Fig. 1: signal wires on met1
Drawn at 3 px/µm.
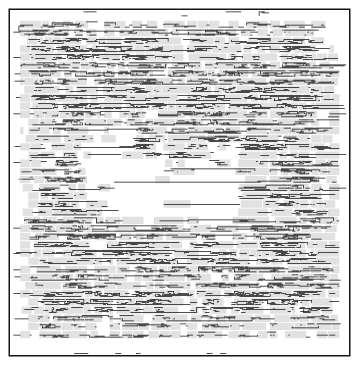
Fig. 2: routing congestion
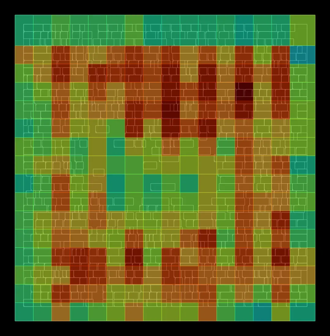
Fig. 3: M3 wires
Drawn at 2 px/µm.
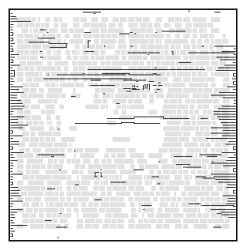
Fig. 4: metal 4
Drawn at 2 px/µm.
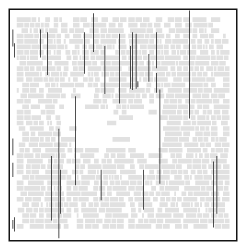
==> config.mk <==
export PLATFORM = sky130hd
export DESIGN_NAME = xbus_master_arbiter_flat
export DESIGN_NICKNAME = d
export VERILOG_FILES = /design/src/rtl/xbus_pkg.sv /design/src/rtl/xbus_master_arbiter_if.sv /design/src/rtl/xbus_master_arbiter_rr_arbiter.sv /design/src/rtl/xbus_master_arbiter.sv /design/src/flat_wrapper.sv
export SDC_FILE = /design/constraint.sdc
export NUM_CORES = 1
export LEC_CHECK = 0
export CAP_MARGIN = 15
export CORE_AREA = 3 3 110 112
export CTS_BUF_LIST = sky130_fd_sc_hd__clkbuf_8
export DETAILED_ROUTE_END_ITERATION = 16
export DIE_AREA = 0 0 113 115
export PLACE_DENSITY = 0.83
export SLEW_MARGIN = 20
export SYNTH_ARGS = -nofsm -noshare
export SYNTH_HDL_FRONTEND = slang
export SYNTH_SLANG_ARGS = --single-unit
==> constraint.sdc <==
create_clock -name clk -period 1.86 [get_ports clk]
set_input_delay 0.372 -clock clk [delete_from_list [all_inputs] [get_ports clk]]
set_output_delay 0.372 -clock clk [all_outputs]
set_load 0.02 [all_outputs]
==> impl_table.tex <==
% Synthesis and place-and-route results
\begin{tabular}{lr}
\hline
Metric & Value \\
\hline
\multicolumn{2}{l}{\textbf{Run status}} \\
\quad Run status & finished, violations left \\
\quad Violations in the final reports & negative setup slack \\
\multicolumn{2}{l}{\textbf{Clock tree}} \\
\quad Root buffer selected by CTS & clkbuf\_8 \\
\quad TritonCTS clock tree & built \\
\quad Post-CTS sizing & approximately 550 \\
\quad CTS Buf Count & 9 \\
\quad Post-CTS setup-driven buffer insertion count & 25 \\
\multicolumn{2}{l}{\textbf{Setup path}} \\
\quad Arrival time at the worst endpoint & between 1500 and 2000 ps \\
\quad WP buf/inv & 3 \\
\quad Cell chain of the critical path & buf\_12 -> buf\_16 -> mux2i\_4 -> a211oi\_2 -> buf\_4 \\
\quad Cell count along the critical path & 5 \\
\quad Cell family with most CP delay & buffers and inverters \\
\multicolumn{2}{l}{\textbf{GRT}} \\
\quad Total gr overflow & 0 \\
\multicolumn{2}{l}{\textbf{Cells and area}} \\
\quad Cell area after layout & between 0.008 and 0.009 mm² \\
\quad Fraction of area in registers & 0.165 \\
\quad Non-clock buffer total of the final layout & between 400 and 500 \\
\quad Final core occ & 0.786 \\
\quad Fillers & roughly 670 \\
\quad Area added between synthesis and finish & 113\% \\
\multicolumn{2}{l}{\textbf{Synth}} \\
\quad Yosys Chip Area & roughly 0.0042 mm² \\
\quad Top FF cell, synth & dfxtp\_1 \\
\quad XOR/XNOR share of the synthesized area & 0 \\
\quad Mapped Cells & roughly 450 \\
\quad Yosys top cell area share & 0.350 \\
\quad Leading post-synthesis cells by cell area & dfxtp\_1, a211oi\_1, mux2i\_1 \\
\quad Mean area per synthesized cell & between 9 and 10 µm² \\
\quad Count of unique library cells instantiated by Yosys & 22 \\
\quad Portion of the post-synthesis area used by sequential elements & 0.350 \\
\quad Most frequent cell after synthesis & a211oi\_1 \\
\quad Yosys warning total & 0 \\
\multicolumn{2}{l}{\textbf{Floorplan}} \\
\quad Total I/O pin count & about 290 \\
\quad Chip Footprint & approximately 0.013 mm² \\
\quad Floorplan Core Area & 0.0113 mm² \\
\multicolumn{2}{l}{\textbf{Timing}} \\
\quad Post-route clock period utilization & 1.11 \\
\quad Highest achievable clock rate & 484 MHz \\
\quad Min cycle time layout & between 2000 and 2500 ps \\
\quad Total negative slack for setup checks & -7980 ps \\
\quad Final setup margin & -206 ps \\
\quad Unrepaired setup endpoints after global routing & true \\
\quad Final count of negative-setup-slack endpoints & just over 70 \\
\multicolumn{2}{l}{\textbf{Routing}} \\
\quad Drt drc & 0 \\
\quad First-pass DRT Iterations & 4 \\
\multicolumn{2}{l}{\textbf{Power}} \\
\quad Fraction of power consumed by the clock network & 0.196 \\
\quad Power in sequential cells & roughly 1.8 mW \\
\quad Switching pwr & approximately 1.8 mW \\
\quad Static Leak & 3.40 nW \\
\quad Internal power & between 3 and 4 mW \\
\quad Group drawing the most power & combinational logic \\
\multicolumn{2}{l}{\textbf{Job}} \\
\quad Count of max-cap constraint violations & 0 \\
\multicolumn{2}{l}{\textbf{Place}} \\
\quad Half-perimeter wire length of the detailed placement result & 11100 µm \\
\hline
\end{tabular}
Notes on Fig. 1 above:
nets with wire on the layer = 848
share of all routed wire = 36%
main direction = horizontal
Routed WL: 19300 µm
met1 usage: 0.270

Notes on Fig. 2 above:
M2 GR Usage: 0.470
overall fraction of global-route tracks in use: 0.249

Notes on Fig. 3 above:
main direction = horizontal
nets with wire on the layer = 188
longest straight run = 58.4 µm
share of all routed wire = 6.2%
total vias in the final route: 5131
met3 GRT Util: 0.0389

Notes on Fig. 4 above:
wire length on this layer = 643 µm
share of all routed wire = 3.3%

Power and IR drop assume default switching activity.
